<file path="src/rtl/mole_ctrl.sv">
// Whack-a-mole game controller: turns the random stream into timed mole
// appearances, judges hits against the active hole and keeps score/miss counts.
module mole_ctrl #(
  parameter int NUM_HOLES   = 16,
  parameter int UP_TICKS    = 8,
  parameter int GAP_TICKS   = 2,
  parameter int GAME_ROUNDS = 30,
  parameter int SCORE_W     = 8
) (
  input  logic                 clk,
  input  logic                 rst_n,
  input  logic [4:0]           rand_num,
  input  logic                 tick,
  input  logic                 start,
  input  logic [NUM_HOLES-1:0] hit,
  output logic [NUM_HOLES-1:0] mole,
  output logic [SCORE_W-1:0]   score,
  output logic [SCORE_W-1:0]   miss,
  output logic                 hit_ok,
  output logic                 busy,
  output logic                 game_over
);

  localparam int MAX_T = (UP_TICKS > GAP_TICKS) ? UP_TICKS : GAP_TICKS;
  localparam int TW = $clog2(MAX_T + 1);
  localparam int RW = $clog2(GAME_ROUNDS + 1);
  localparam logic [4:0] IDX_MASK = 5'(NUM_HOLES - 1);

  typedef enum logic [2:0] {IDLE, GAP, SPAWN, UP, DONE} state_t;

  state_t               state, state_n;
  logic [TW-1:0]        timer, timer_n;
  logic [RW-1:0]        round, round_n;
  logic [4:0]           prev_idx, prev_idx_n;
  logic [4:0]           idx_raw, idx_sel;
  logic [NUM_HOLES-1:0] mole_n;
  logic [SCORE_W-1:0]   score_n, miss_n;
  logic                 hit_ok_n;
  logic                 end_round;

  // Hole decode; the mask works for every power-of-two hole count up to 32.
  assign idx_raw = (rand_num - 5'd1) & IDX_MASK;
  assign idx_sel = (idx_raw == prev_idx) ? ((idx_raw + 5'd1) & IDX_MASK) : idx_raw;

  always_comb begin
    state_n    = state;
    timer_n    = timer;
    round_n    = round;
    prev_idx_n = prev_idx;
    mole_n     = mole;
    score_n    = score;
    miss_n     = miss;
    hit_ok_n   = 1'b0;
    end_round  = 1'b0;

    case (state)
      IDLE, DONE: begin
        mole_n = '0;
        if (start) begin
          score_n = '0;
          miss_n  = '0;
          round_n = '0;
          timer_n = TW'(GAP_TICKS);
          state_n = GAP;
        end
      end
      GAP: begin
        mole_n = '0;
        if (tick) begin
          timer_n = timer - TW'(1);
          if (timer <= TW'(1)) state_n = SPAWN;
        end
      end
      SPAWN: begin
        if (rand_num != 5'd0 && rand_num != 5'd31) begin
          prev_idx_n = idx_sel;
          mole_n     = NUM_HOLES'(1) << idx_sel;
          timer_n    = TW'(UP_TICKS);
          state_n    = UP;
        end
      end
      UP: begin
        // The one-hot mole register doubles as the mask of the active hole.
        if ((hit & mole) != '0) begin
          if (score != '1) score_n = score + SCORE_W'(1);
          hit_ok_n  = 1'b1;
          end_round = 1'b1;
        end else if (tick) begin
          if (timer <= TW'(1)) begin
            if (miss != '1) miss_n = miss + SCORE_W'(1);
            end_round = 1'b1;
          end else begin
            timer_n = timer - TW'(1);
          end
        end
        if (end_round) begin
          mole_n  = '0;
          round_n = round + RW'(1);
          if (round_n == RW'(GAME_ROUNDS)) begin
            state_n = DONE;
          end else begin
            timer_n = TW'(GAP_TICKS);
            state_n = GAP;
          end
        end
      end
      default: state_n = IDLE;
    endcase
  end

  // busy and game_over follow the next state so they line up with the other registered outputs.
  always_ff @(posedge clk or negedge rst_n) begin
    if (!rst_n) begin
      state     <= IDLE;
      timer     <= '0;
      round     <= '0;
      prev_idx  <= 5'(NUM_HOLES - 1);
      mole      <= '0;
      score     <= '0;
      miss      <= '0;
      hit_ok    <= 1'b0;
      busy      <= 1'b0;
      game_over <= 1'b0;
    end else begin
      state     <= state_n;
      timer     <= timer_n;
      round     <= round_n;
      prev_idx  <= prev_idx_n;
      mole      <= mole_n;
      score     <= score_n;
      miss      <= miss_n;
      hit_ok    <= hit_ok_n;
      busy      <= (state_n == GAP) || (state_n == SPAWN) || (state_n == UP);
      game_over <= (state_n == DONE);
    end
  end

endmodule

</file>
<file path="config.mk">
export PLATFORM = sky130hd
export DESIGN_NAME = mole_ctrl
export DESIGN_NICKNAME = d
export VERILOG_FILES = /design/src/rtl/mole_ctrl.sv
export SDC_FILE = /design/constraint.sdc
export NUM_CORES = 1
export LEC_CHECK = 0
export ABC_AREA = 1
export CAP_MARGIN = 20
export CELL_PAD_IN_SITES_DETAIL_PLACEMENT = 1
export CELL_PAD_IN_SITES_GLOBAL_PLACEMENT = 1
export CORE_ASPECT_RATIO = 0.9
export CORE_MARGIN = 3
export CORE_UTILIZATION = 42
export CTS_BUF_LIST = sky130_fd_sc_hd__clkbuf_4
export DETAILED_ROUTE_END_ITERATION = 8
export PLACE_DENSITY = 0.92
export SETUP_SLACK_MARGIN = 0.1
export SLEW_MARGIN = 20
export SYNTH_ARGS = -nofsm -noshare
export SYNTH_HDL_FRONTEND = slang
export SYNTH_SLANG_ARGS = --single-unit
export TNS_END_PERCENT = 30
</file>
<file path="constraint.sdc">
create_clock -name clk -period 3.95 [get_ports clk]
set_clock_uncertainty 0.1 [all_clocks]
set_input_delay 0.5925 -clock clk [delete_from_list [all_inputs] [get_ports clk]]
set_output_delay 0.5925 -clock clk [all_outputs]
set_load 0.1 [all_outputs]
</file>
==> flow_summary.toml, run 1 <==
# synthesis and place-and-route metrics
[final_timing]
clock.fmax_mhz = 354
post_route_worst_hold_slack_ns = 0.0715
final.setup.worst_slack_ns = 1.12
grt_setup_unrepaired = "false"
timing.setup.tns_ns = 0
fin_crit_ns = 2.83
tightestPinTransition_ns = 1.00

[critical_path]
worst-endpoint-required_ns = 3.26
category_of_the_worst_setup_path_launch_point = "flop"
crit_path_max_fanout = 7

[placed_design]
dp_hpwl_mm = 7.71
pre_cts_ws_ns = 0.819
port_buffers = 59

[job]
timing.max_cap.violations = 0

[die]
core-area_sq_um = 7580
die_x_microns = 99.5
die-height_microns = 90.1

[synthesis]
avgSynthCellArea_sq_um = 7.33
synth_async_sr_flop_share = 1.00
post-synth-top-area-fraction = 0.356

[route]
drt_drc_violations_left = 0
detail-route-antenna-nets = 0

[clocking]
clock_tree.htree_level_count = 2
cts_tree = "yes"
cts_inserted_buffers = 5
clk_path_buf_depth = 2

[global_routing]
first_pass_grt_wire_length_mm = 16.4
grt_total_ovfl = 0

[status]
run_status = "finished, final reports clean"

[cells_and_area]
final_core_utilization = 0.536
run 1: layout make-up:
type	count	area, sq um
Fill cell	980	3510
Multi-Input combinational cell	351	1820
Sequential cell	51	1280
Timing Repair Buffer	60	596
Inverter	45	169
Tap cell	96	120
Clock inverter	3	43.8
Clock buffer	5	37.5
run 1: cells in the final DEF, fill, tap and decap left out, types with 2 or more instances in the layout:
master | synthesis | layout
a21oi_1 | 5 | 5
buf_4 | 1 | 2
clkbuf_4 | 0 | 5
clkdlybuf4s50_1 | 0 | 58
dfrtp_1 | 47 | 47
dfstp_2 | 4 | 4
ha_1 | 9 | 9
inv_1 | 40 | 40
inv_2 | 5 | 5
nand2_1 | 171 | 171
nand2_2 | 15 | 15
nand2_4 | 3 | 3
nand3_1 | 38 | 38
nand3_2 | 3 | 3
nand4_1 | 9 | 9
nor2_1 | 31 | 31
nor2_2 | 3 | 3
nor2_4 | 3 | 3
nor2_8 | 2 | 2
o21ai_0 | 23 | 23
o21ai_1 | 6 | 6
or2_2 | 2 | 2
xnor2_1 | 2 | 2
xor2_1 | 12 | 12
run 1: cells by family (layout without fill, tap and decap cells):
kind of cell / count (synthesis) / after routing / synth area share
AND-OR/OR-AND: 40 / 40 / 0.0708
XOR/XNOR: 14 / 14 / 0.0371
adder cells (fa/ha/maj): 9 / 9 / 0.0341
buffers and inverters: 49 / 113 / 0.0613
flip-flops: 51 / 51 / 0.388
AND/OR/NAND/NOR: 288 / 288 / 0.409
run 1: final timing paths:
kind                                            to  slack [ns]  cells past startpoint
hold reg to reg            prev_idx[2]$_DFFE_PN1P_        0.43                      2
min in group clk           prev_idx[2]$_DFFE_PN1P_        0.43                      2
setup / recovery                          score[2]        1.12                      1
hold / removal                 miss[5]$_DFFE_PN0P_        0.07                      1
setup reg to reg               miss[5]$_DFFE_PN0P_        1.29                     12
max in group asynchronous  prev_idx[1]$_DFFE_PN1P_        3.04                      2
run 1: per-stage QoR:
stage | power, mW | instance area (sq um)
finish | 2.18 | 4070
global route | 2.34 | 4070
CTS | 2.18 | 4070
detailed placement | 1.85 | 3980
global placement | 1.79 | 3980
floorplan | 1.56 | 3300
run 1: layer usage:
metal	vias to the layer above	GRT usage	part of all wire
met1	1567	0.301	0.46
met4	0	0.0523	0.010
met2	34	0.383	0.50
li1	1562	-	-
met3	7	0.0248	0.023
met5	-	0	0
run 1: registers in the layout (all words and copies together), names as in the netlist:
signal,flops
state,3
hit_ok,1
timer,4
game_over,1
prev_idx,4
mole,16
busy,1
miss,8
score,8
round,5
run 1: power breakdown:
group / switching [mW] / internal (mW) / leakage, nW / total (mW)
logic: 0.830 / 0.316 / 1.29 / 1.15
registers: 0.0915 / 0.616 / 0.683 / 0.708
clock network: 0.190 / 0.134 / 0.0452 / 0.323
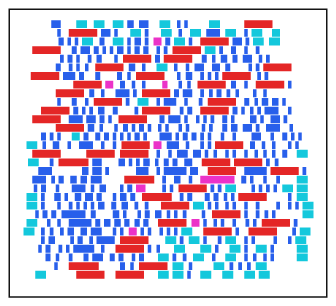
Figure 1: run 1, cells coloured by class.
legend:
  blue:
    class: remaining logic cells
    cells: 396
    share_of_their_area: 50%
  cyan:
    class: remaining buffers and delay cells
    cells: 60
    share_of_their_area: 15%
  red:
    class: sequential cells
    cells: 51
    share_of_their_area: 32%
  magenta:
    class: clock drivers and dummy loads
    cells: 8
    share_of_their_area: 2.1%
standard-cell rows: 30
flop share of the area: 0.315

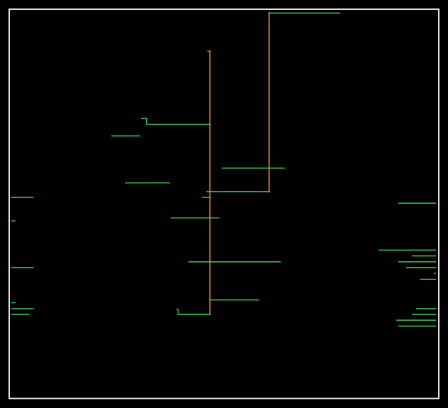
Figure 2: run 1, metal layers overlaid.
Only two layers are drawn.
legend:
  orange:
    layer: M4
    wire_length: 103 microns
  green:
    layer: M3
    wire_length: 226 microns

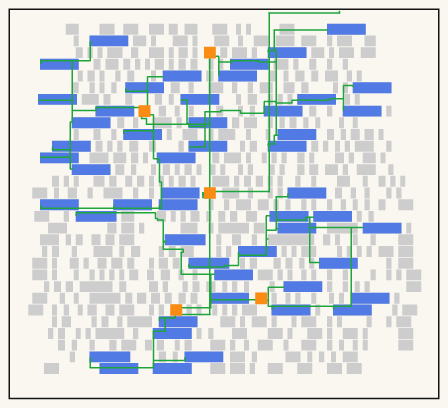
Figure 3: run 1, clock distribution.
legend:
  orange:
    item: clock-net drivers
    count: 5
  blue:
    item: flip-flops
    count: 51
  green:
    item: clock wires
    length: 711 microns
routed clock nets: 6

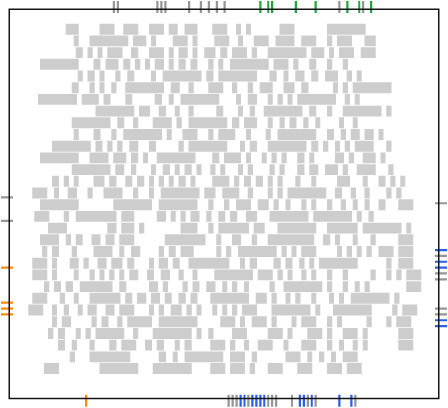
Figure 4: run 1, pin placement.
Pins as bars across the die edge, other pins in grey.
legend:
  green:
    port: miss
    pins: 8
    direction: output
    edge: north
  blue:
    port: hit
    pins: 16
    direction: input
    edge: 11 south, 5 east
  orange:
    port: rand_num
    pins: 5
    direction: input
    edge: 4 west, 1 south

--- run 2 (diff from run 1) ---
- CORE_UTILIZATION: 42 -> 35
- PLACE_DENSITY: 0.92 -> 0.83
- clock period: 3.95 -> 2.6 ns (I/O delays scaled with it)
==> flow_summary.toml, run 2 <==
# synthesis and place-and-route metrics
[die]
die_x_microns = 108
rows = 32
core-area_sq_um = 8890

[clocking]
cts_inserted_buffers = 5
clock_tree.htree_level_count = 2
cts_tree = "yes"

[placed_design]
port_buffers = 59

[cells_and_area]
final_core_utilization = 0.457
largest_register = "mole"
fin_area_sq_um = 4060
lay_top_cells = "nand2_1 (171), dfrtp_1 (47), buf_4 (47)"

[critical_path]
crit_path_max_fanout = 16
worst-endpoint-required_ns = 2.77
category_of_the_worst_setup_path_launch_point = "flop"

[final_timing]
clock.fmax_mhz = 454
timing.setup.tns_ns = 0

[synthesis]
post-synth-top-area-fraction = 0.356

[status]
run_status = "finished, final reports clean"

[route]
detail-route-antenna-nets = 0

[job]
timing.max_cap.violations = 0

[global_routing]
grt_total_ovfl = 0
==> run 2: final cells by class <==
type	count	area (sq um)
fill	1181	4830
multi-input combinational	351	1820
sequential	51	1280
timing repair buffer	71	588
inverter	45	169
tap	119	149
clock buffer	5	37.5
clock inverter	3	15.0
==> run 2: path summary, 6_finish.rpt <==
path,start,endpoint,slack (ns),cells past startpoint
max,timer[1]$_DFFE_PN0P_,mole[3]$_DFFE_PN0P_,0.40,13
max in group asynchronous,rst_n,mole[5]$_DFFE_PN0P_,1.94,2
min in group clk,prev_idx[2]$_DFFE_PN1P_,prev_idx[2]$_DFFE_PN1P_,0.43,2
max reg2reg,timer[1]$_DFFE_PN0P_,mole[3]$_DFFE_PN0P_,0.40,13
min reg2reg,prev_idx[2]$_DFFE_PN1P_,prev_idx[2]$_DFFE_PN1P_,0.43,2
min,rst_n,mole[0]$_DFFE_PN0P_,0.006,2
==> run 2: through the flow <==
stage	cells	worst slack [ns]
floorplan	451	0.267
global placement	637	0.119
detailed placement	637	0.0151
CTS	645	0.289
global route	645	0.121
finish	645	0.396
==> run 2: kinds of logic after synthesis <==
group / after synthesis / share of synthesized area
AOI/OAI and AO/OA: 40 / 0.0708
and+or+nand+nor: 288 / 0.409
xor gates and xnor gates: 14 / 0.0371
adders and majority gates: 9 / 0.0341
buffers and inverters: 49 / 0.0613
DFF: 51 / 0.388
==> run 2: power by group <==
part / leakage, nW / switching, mW / internal [mW]
logic: 1.41 / 1.23 / 0.520
registers: 0.683 / 0.132 / 0.936
clock network: 0.0347 / 0.254 / 0.101
==> run 2: timing repair <==
item | in CTS | in global routing
resized | 0 | 2
setup endpoints to repair | 0 | 19
endpoints found under the hold margin | 0 | 0
==> run 2: metal layers <==
layer / part of all wire / up-vias / GRT usage
met5: 0 / - / 0
met3: 0.021 / 8 / 0.0225
met2: 0.47 / 36 / 0.296
met1: 0.50 / 1512 / 0.252
met4: 0.011 / 0 / 0.0427
li1: - / 1587 / -
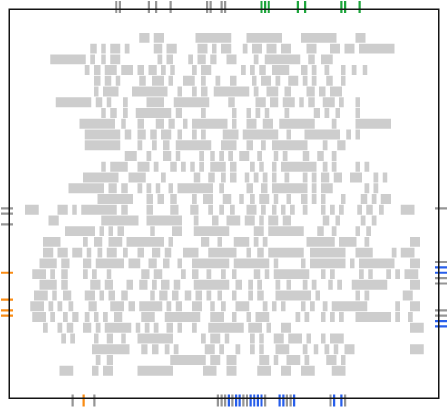
Figure 5: run 2, pin placement.
Pins as bars across the die edge, other pins in grey.
legend:
  blue:
    port: hit
    pins: 16
    direction: input
    edge: 12 south, 4 east
  green:
    port: miss
    pins: 8
    direction: output
    edge: north
  orange:
    port: rand_num
    pins: 5
    direction: input
    edge: 4 west, 1 south

--- run 3 (diff from run 2) ---
- clock period: 2.6 -> 1.8 ns (I/O delays scaled with it)
==> flow_summary.toml, run 3 <==
# synthesis and place-and-route metrics
[synthesis]
post-synth-top-area-fraction = 0.356
synthMuxAreaShare = 0
synth.yosys.num_cells = 451
synth.cellmix.simpleShare = 0.409
synth_cell_types = 38
yosys-dominant-comb-family = "simple AND/OR/NAND/NOR gates"
compound_area_frac = 0.0708
yosys.area_share.xor_xnor = 0.0371

[power_and_ir_drop]
switchingPower_mw = 3.49
power_frac_comb = 0.672
total_power_mw = 6.77
netSwitchingFraction = 0.516
cell_internal_pwr_mw = 3.27
seq_power_share = 0.240

[cells_and_area]
nets = 636
final_core_utilization = 0.657
seqCellArea_sq_um = 1370
layout-area-overhead-vs-synth_pct = 76.7
lay_top_cells = "nand2_1 (119), buf_4 (77), nand2_2 (47)"
largest_register = "mole"
fin_area_sq_um = 5840
mi_logic_area_sq_um = 2440

[status]
run_status = "finished, violations left"
failed_checks = "negative setup slack"

[placed_design]
pre_cts_ws_ns = -0.783
place.detailed.instances = 696

[clocking]
cts_tree = "yes"
clock_tree.htree_level_count = 2
cts_inserted_buffers = 5

[critical_path]
worst-endpoint-required_ns = 2.03
worst_r2r_endpoint = "mole[8]$_DFFE_PN0P_"
startpoint = "prev_idx[1]$_DFFE_PN1P_"
regToRegSetupSlack_ns = -0.26
regToRegStartpoint = "prev_idx[1]$_DFFE_PN1P_"
crit_path_max_fanout = 6
worstRegToRegCells = 8

[final_timing]
timing.setup.tns_ns = -5.39
clock.fmax_mhz = 486
final.setup.worst_slack_ns = -0.259
finalSetupViolCount = 41

[die]
core-area_sq_um = 8890
rows = 32

[route]
detail-route-antenna-nets = 0
dr_total_vias = 4043

[job]
timing.max_cap.violations = 0

[global_routing]
grt_total_ovfl = 0
run 3: cell count changes in the layout (fill, tap and decap cells not counted), moves of 8 or more:
cell / change
buf_12: +36
buf_4: +30
buf_6: +8
dfrtp_1: -30
dfrtp_2: +10
dfrtp_4: +20
inv_1: -12
nand2_1: -52
nand2_2: +32
nand2_4: +18
nand3_1: -12
nor2_1: -12
nor2_4: +8
o21ai_0: -14
run 3: worst max path at each step:
stage	endpoint	slack [ns]	cells past startpoint
2_1_floorplan	mole[6]$_DFFE_PN0P_	-0.08	12
3_3_place_gp	mole[14]$_DFFE_PN0P_	-0.57	13
3_5_place_dp	mole[11]$_DFFE_PN0P_	-0.78	13
4_1_cts	mole[8]$_DFFE_PN0P_	-0.11	13
5_1_grt	mole[8]$_DFFE_PN0P_	-0.31	7
6_report	mole[8]$_DFFE_PN0P_	-0.26	8
run 3: timing repair:
item                                   CTS  global route
hold buffers                             1             0
endpoints found under the hold margin   16             0
pin swaps                               33            60
buffers inserted                         8            12
gates resized                           87            93
gates cloned                             1             0
setup endpoints to repair               50            51
run 3: routing by layer:
| layer | part of all wire | GRT usage |
|---|---|---|
| met4 | 0.053 | 0.136 |
| met1 | 0.40 | 0.359 |
| met2 | 0.50 | 0.495 |
| met5 | 0.00040 | 0 |
| met3 | 0.051 | 0.0364 |
run 3: kinds of logic (layout without fill, tap and decap cells):
logic type	count (synthesis)	count (layout)
and+or+nand+nor	288	289
xor gates and xnor gates	14	14
AOI/OAI and AO/OA	40	40
DFF	51	51
adders and majority gates	9	9
buffers and inverters	49	200
run 3: layout make-up:
| cell class | instances | area share |
|---|---|---|
| Inverter | 45 | 0.0315 |
| Tap cell | 119 | 0.0255 |
| Multi-Input combinational cell | 352 | 0.417 |
| Timing Repair Buffer | 147 | 0.282 |
| Clock inverter | 3 | 0.00321 |
| Clock buffer | 5 | 0.00643 |
| Sequential cell | 51 | 0.234 |
run 3: power by group through the flow:
stage | combinational [mW] | clock [mW] | sequential [mW]
5_1_grt | 4.81 | 0.636 | 1.63
3_3_place_gp | 3.13 | 0 | 1.57
4_1_cts | 3.82 | 0.576 | 1.58
6_report | 4.54 | 0.595 | 1.63
2_1_floorplan | 1.51 | 0 | 1.99
3_5_place_dp | 3.34 | 0 | 1.59
run 3: critical path: stages, from the launching register on:
cell and delay [ns]:
dfstp_2 0.64, inv_2 0.07, nand2_4 0.09, nand4_4 0.11, nor2_8 0.20, nand3_1 0.18, nand2_4 0.19, nand3_1 0.19
o21ai_1 0.22
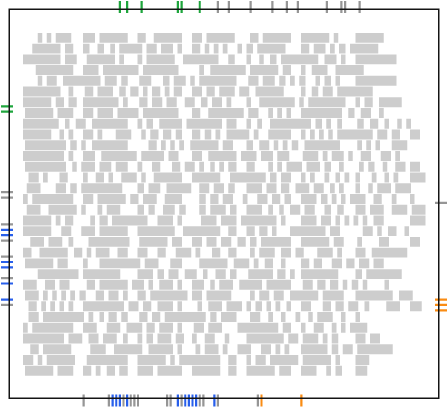
Figure 6: run 3, pin placement.
Pins as bars across the die edge, other pins in grey.
legend:
  orange:
    port: rand_num
    pins: 5
    direction: input
    edge: 3 east, 2 south
  blue:
    port: hit
    pins: 16
    direction: input
    edge: 10 south, 6 west
  green:
    port: miss
    pins: 8
    direction: output
    edge: 6 north, 2 west
all pins by edge: 25 south, 16 north, 15 west, 4 east
horizontal die size: 108 microns
die height: 98.2 microns
number of buffers inserted by port buffering: 59


==> layout pictures side by side <==
Congestion heat map.
picture 1
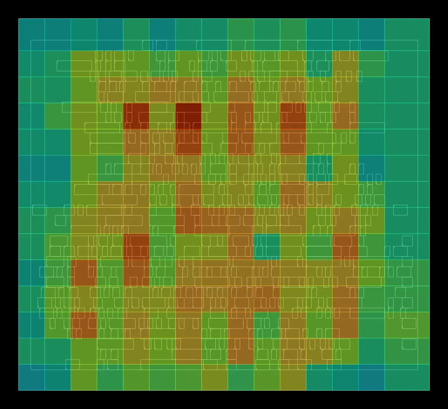
picture 2
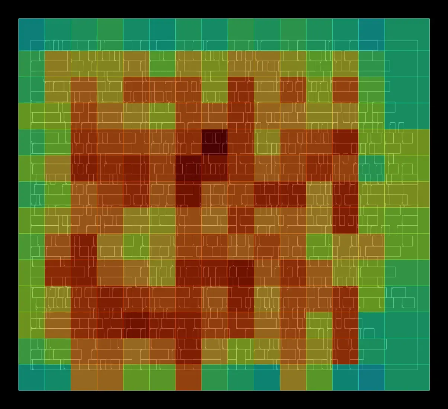
picture 3
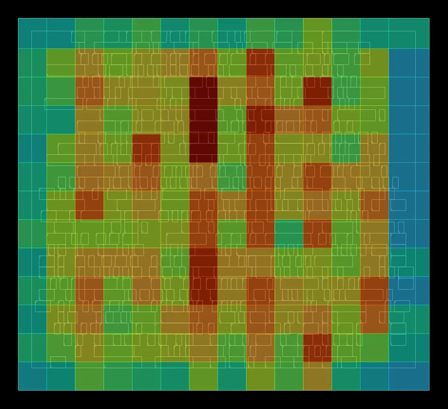
Run 2 is picture 1.
Run 3 is picture 2.
Run 1 is picture 3.

Power and IR drop assume default switching activity.
